congestion.png
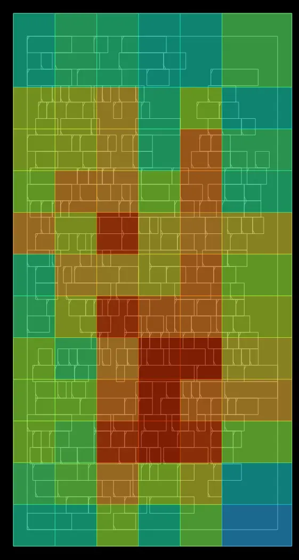
sizes.png
Scale bar: 10 um.
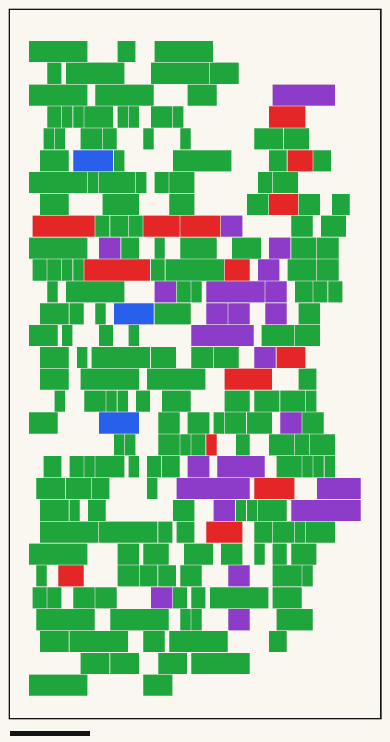
flops_by_reg.png
Scale bar: 10 um. Other sequential cells in the stronger gray, the rest of the logic in the fainter gray.
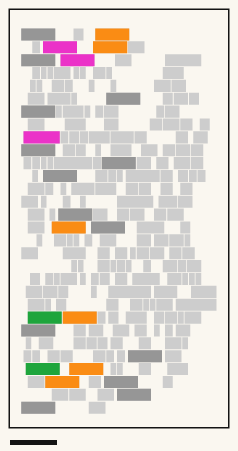
placement_by_type.png
Scale bar: 10 um.
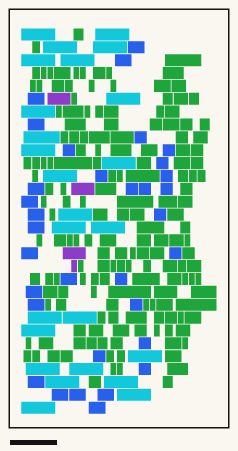
logic_types.png
Scale bar: 10 um.
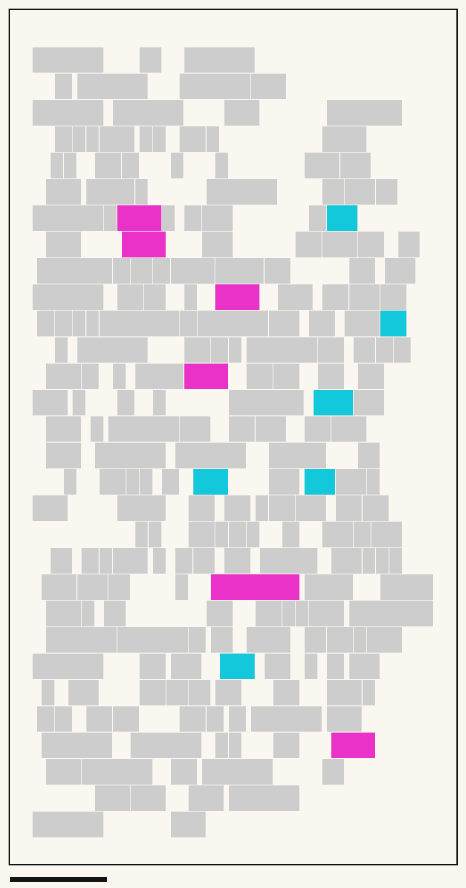
### config.mk
export PLATFORM = sky130hd
export DESIGN_NAME = mod47_descale_36
export DESIGN_NICKNAME = d
export VERILOG_FILES = /design/src/rtl/mod47_pkg.sv /design/src/rtl/mod47_dbl_add_step.sv /design/src/rtl/mod47_descale_36.sv
export SDC_FILE = /design/constraint.sdc
export NUM_CORES = 1
export LEC_CHECK = 0
export CAP_MARGIN = 25
export CORE_ASPECT_RATIO = 2
export CORE_MARGIN = 2
export CORE_UTILIZATION = 50
export CTS_CLUSTER_DIAMETER = 60
export DETAILED_ROUTE_END_ITERATION = 10
export PLACE_DENSITY_LB_ADDON = 0.12
export SLEW_MARGIN = 20
export SYNTH_ARGS = -nofsm -noshare
export SYNTH_HDL_FRONTEND = slang
export SYNTH_SLANG_ARGS = --single-unit
### constraint.sdc
create_clock -name clk -period 3.75 [get_ports clk]
set_clock_uncertainty 0.1 [all_clocks]
set_input_delay 0.375 -clock clk [delete_from_list [all_inputs] [get_ports clk]]
set_output_delay 0.375 -clock clk [all_outputs]
set_load 0.01 [all_outputs]
### src/rtl/mod47_pkg.sv
// Shared types and constants for the mod-47 residue datapath.
package mod47_pkg;

    localparam int unsigned RES_W = 6;
    localparam int unsigned MOD47 = 47;
    localparam int unsigned INV36 = 17;

    typedef logic [RES_W-1:0] res_t;

    typedef enum logic [1:0] {
        IDLE = 2'd0,
        CALC = 2'd1,
        DONE = 2'd2
    } state_t;

endpackage

### src/rtl/mod47_dbl_add_step.sv
// One Horner step: acc_o = (2*acc_i + (bit_i ? K : 0)) mod MOD, for acc_i < MOD.
module mod47_dbl_add_step #(
    parameter int unsigned W   = 6,
    parameter int unsigned MOD = 47,
    parameter int unsigned K   = 17
) (
    input  logic [W-1:0] acc_i,
    input  logic         bit_i,
    output logic [W-1:0] acc_o
);

    localparam int unsigned TW = W + 2;

    logic [TW-1:0] t;
    logic [TW-1:0] t1;

    // t < 3*MOD, so one 2*MOD subtract followed by one MOD subtract is an exact reduction
    always_comb begin
        t     = {1'b0, acc_i, 1'b0} + (bit_i ? TW'(K) : TW'(0));
        t1    = (t >= TW'(2 * MOD)) ? (t - TW'(2 * MOD)) : t;
        acc_o = (t1 >= TW'(MOD)) ? W'(t1 - TW'(MOD)) : W'(t1);
    end

endmodule

### src/rtl/mod47_descale_36.sv
// Bit-serial mod-47 descale: out_z = (in_x * 17) mod 47, undoing the x36 stage.
// Optional MOD47_RANGE_CHECK_EN adds out_err flagging operands >= MOD.
module mod47_descale_36
    import mod47_pkg::*;
#(
    parameter int unsigned W   = RES_W,
    parameter int unsigned MOD = MOD47,
    parameter int unsigned K   = INV36
) (
    input  logic         clk,
    input  logic         rst,
    input  logic         in_valid,
    output logic         in_ready,
    input  logic [W-1:0] in_x,
    output logic         out_valid,
    input  logic         out_ready,
`ifdef MOD47_RANGE_CHECK_EN
    output logic         out_err,
`endif
    output logic [W-1:0] out_z
);

    localparam int unsigned CNT_W = $clog2(W);

    state_t            state_q, state_d;
    logic [W-1:0]      sh_q, sh_d;
    logic [W-1:0]      acc_q, acc_d;
    logic [CNT_W-1:0]  cnt_q, cnt_d;
    logic [W-1:0]      z_d;
    logic              in_ready_d;
    logic              out_valid_d;
    logic [W-1:0]      step_acc;
`ifdef MOD47_RANGE_CHECK_EN
    logic              err_d;
`endif

    mod47_dbl_add_step #(
        .W   (W),
        .MOD (MOD),
        .K   (K)
    ) u_step (
        .acc_i (acc_q),
        .bit_i (sh_q[cnt_q]),
        .acc_o (step_acc)
    );

    // Next-state and registered-output decode
    always_comb begin
        state_d = state_q;
        sh_d    = sh_q;
        acc_d   = acc_q;
        cnt_d   = cnt_q;
        z_d     = out_z;
`ifdef MOD47_RANGE_CHECK_EN
        err_d   = out_err;
`endif
        case (state_q)
            IDLE: begin
                if (in_valid && in_ready) begin
                    sh_d    = in_x;
                    acc_d   = '0;
                    cnt_d   = CNT_W'(W - 1);
`ifdef MOD47_RANGE_CHECK_EN
                    err_d   = (in_x >= W'(MOD));
`endif
                    state_d = CALC;
                end
            end
            CALC: begin
                acc_d = step_acc;
                if (cnt_q == '0) begin
                    z_d     = step_acc;
                    state_d = DONE;
                end else begin
                    cnt_d = cnt_q - CNT_W'(1);
                end
            end
            DONE: begin
                if (out_ready) begin
                    state_d = IDLE;
                end
            end
            default: state_d = IDLE;
        endcase
        in_ready_d  = (state_d == IDLE);
        out_valid_d = (state_d == DONE);
    end

    always_ff @(posedge clk) begin
        if (rst) begin
            state_q   <= IDLE;
            sh_q      <= '0;
            acc_q     <= '0;
            cnt_q     <= '0;
            out_z     <= '0;
            in_ready  <= 1'b1;
            out_valid <= 1'b0;
`ifdef MOD47_RANGE_CHECK_EN
            out_err   <= 1'b0;
`endif
        end else begin
            state_q   <= state_d;
            sh_q      <= sh_d;
            acc_q     <= acc_d;
            cnt_q     <= cnt_d;
            out_z     <= z_d;
            in_ready  <= in_ready_d;
            out_valid <= out_valid_d;
`ifdef MOD47_RANGE_CHECK_EN
            out_err   <= err_d;
`endif
        end
    end

endmodule

==> impl_metrics.ini <==
; implementation run metrics
[synth]
syn_area_um2 = 1770
synth_warnings = 0
yosysSeqAreaShare = 0.283
synth_flop_count = 25
ys_async_sr_fraction = 0
syn_avg_cell_area_um2 = 8.67
ys_types = 62
ys_cells = 204
synth.area.top_cells = dfxtp_1 28%, nand2_1 5.3%, ha_1 4.2%, a21oi_1 3.4%, mux2i_1 3.4%
ys_chip_area_um2 = 1770
ys_top_cells_by_count = 25 x dfxtp_1, 25 x nand2_1, 14 x nor2_1
edf_count = 0
top_cell_area_share = 0.283
netlist_instances = 204

[cells_and_area]
comb.multi_input.count = 161
fin_cells = 260
drive_gt1_frac = 0.175
buffers = 33
buf_share = 0.138
n_all_inverters = 5
num-fill-cells = 316
seq_share = 0.239
fin_area_um2 = 2100
logic_area_um2 = 1200
register_area_um2 = 502
nNetsFinal = 245
layout.area.top_class = multi-input combinational cells
flop-count = 25

[place]
place.gp.congestion = 0.921
dpl.hpwl_um = 3650
dp_cells = 256
pre_cts_ws_ns = 0.0833

[drt]
num_vias = 1689
wl_per_cell_um = 17.6
drt-total-wl_um = 4560
drt_iter0_drc = 39
drc_errors = 0
vias_per_cell = 6.50
dr.pass1.iters = 4

[sta]
slew_violations = 0
setup_viol = 0
fmax_mhz = 278
worst_pin_slew_ns = 0.629
finalCritPeriodShare = 0.960
setup_ws_ns = 0.150
whs_ns = 0.359
grt_setup_unrepaired = true
period_needed_ns = 3.60

[setup_path]
path_class = reg -> reg
critical_path_peak_fanout = 12
crit_path_start_kind = flop
critPathRequiredTime_ns = 3.81
crit_arrival_ns = 3.66
end_kind = flop

[job]
tool_warnings = 29
maxCapViolCount = 0

[clock_network]
clkLatencyLatePin_ns = 0.27
ctsHoldBuffers = 0
cts_tree = built
clkTransAtPathRegs_ns = 0.08
clock_sinks = 25
cts_root_buf = clkbuf_8
clock_path_buffers = 2
cts-resized-gates = 0
postCtsSetupBuffers = 0
cts_max_level = 1
cts_buffers = 3

[power_and_ir_drop]
powerDensity_nw_per_um2 = 370
power_uw = 777

[floorplanning]
dieArea_um2 = 4060
ios = 18
die-height_um = 88.1

[global_route]
grt_pass1_vias = 1734
grt_max_degree = 19
grt_overflow = 0
top_usage_layer = met2

[outcome]
status = finished, final reports clean
## Picture notes: congestion.png
Global Route met1 Usage: 0.245
all-layer global routing usage: 0.249
met3 GRT Util: 0.0227
met2 Use GR: 0.470
Final Util: 0.621

## Picture notes: sizes.png
| color | size | cells | share |
|---|---|---|---|
| purple | _3 and _4 cells | 23 | 10% |
| blue | _6 and larger | 3 | 1.3% |
| green | _0 and _1 cells | 188 | 82% |
| red | _2 cells | 14 | 6.1% |

## Picture notes: flops_by_reg.png
| color | netlist name | flops |
|---|---|---|
| magenta | cnt_q | 3 |
| orange | out_z | 6 |
| green | state_q | 2 |
not colored: 14

## Picture notes: placement_by_type.png
| color | class | cells |
|---|---|---|
| green | combinational and other logic | 166 |
| cyan | sequential cells | 25 |
| purple | clock drivers and dummy loads | 4 |
| blue | remaining buffers and delay cells | 33 |

## Picture notes: logic_types.png
| color | family | cells | most used |
|---|---|---|---|
| magenta | fa/ha/maj cells | 6 | ha_1 |
| cyan | non-inverting ao/oa cells | 6 | a32o_1 |

==> layer usage <==
layer  routed length [um]  vias up
met4                  181        0
met2                 2660       47
met3                  112       14
met5                    0        -
li1                     -      824
met1                 1610      804
==> registers in the layout, indices dropped and copies added, names as in the netlist <==
name,cells
acc_q,6
cnt_q,3
in_ready,1
out_z,6
sh_q,6
out_valid,1
state_q,2
==> critical path: stages, from the launching register on <==
cell and delay [ns]:
dfxtp_2 0.34, mux4_2 0.49, nand2_1 0.09, o31ai_2 0.09
ha_1 0.35, nand4_4 0.13, a211oi_4 0.29, xnor2_2 0.11
inv_2 0.10, ha_4 0.15, nand4_1 0.12, mux2i_2 0.22
nor4_2 0.06, buf_4 0.18, or4_1 0.41, a32o_1 0.26
==> where the power goes <==
group / total [uW] / internal, uW / switching (uW)
Sequential: 324 / 296 / 28.5
Combinational: 295 / 125 / 169
Clock: 157 / 76.0 / 81.5
==> placed cells by master, fill, tap and decap left out, types with 2 or more instances in the layout <==
cell | Yosys | final
o21ai_1 | 3 | 3
nand3_1 | 7 | 7
nand3b_1 | 4 | 4
nor3_1 | 5 | 4
nand4_1 | 2 | 2
a21oi_1 | 12 | 12
and4_1 | 2 | 2
a32o_1 | 2 | 2
nor2b_1 | 2 | 2
a31oi_1 | 2 | 2
and4b_1 | 3 | 3
or3_1 | 2 | 2
mux2i_1 | 6 | 5
nand2b_1 | 5 | 5
nor3b_1 | 3 | 3
a21oi_2 | 2 | 2
clkdlybuf4s50_1 | 0 | 17
a311oi_1 | 2 | 2
or4_1 | 4 | 4
o2111ai_1 | 3 | 3
nor2_1 | 14 | 14
ha_1 | 6 | 5
nor3_2 | 1 | 2
o211ai_1 | 3 | 3
buf_4 | 3 | 16
dfxtp_1 | 25 | 24
clkbuf_8 | 0 | 3
nand2_1 | 25 | 25
and3_1 | 2 | 2
o31ai_1 | 3 | 3
mux2i_2 | 1 | 2
o311ai_1 | 3 | 3
a211oi_1 | 4 | 4
inv_1 | 5 | 4
==> final timing paths <==
kind / startpoint / endpoint / slack (ns) / cells past startpoint
worst min register to register: sh_q[4]$_SDFFE_PP0P_ / sh_q[4]$_SDFFE_PP0P_ / 0.36 / 2
worst max-delay path: cnt_q[2]$_SDFFE_PP0P_ / acc_q[3]$_SDFFE_PP0P_ / 0.15 / 15
worst max register to register: cnt_q[2]$_SDFFE_PP0P_ / acc_q[3]$_SDFFE_PP0P_ / 0.15 / 15
worst min-delay path: sh_q[4]$_SDFFE_PP0P_ / sh_q[4]$_SDFFE_PP0P_ / 0.36 / 2
==> kinds of logic (layout without fill, tap and decap cells) <==
| group | after synthesis | count (layout) | synth area share |
|---|---|---|---|
| AND/OR/NAND/NOR | 89 | 89 | 0.296 |
| AND-OR/OR-AND | 54 | 54 | 0.242 |
| flip-flops | 25 | 25 | 0.283 |
| buffers and inverters | 18 | 42 | 0.0594 |
| multiplexers | 9 | 9 | 0.0629 |
| adder cells (fa/ha/maj) | 6 | 6 | 0.0424 |
| XOR/XNOR | 3 | 3 | 0.0149 |
Power and IR drop assume default switching activity.
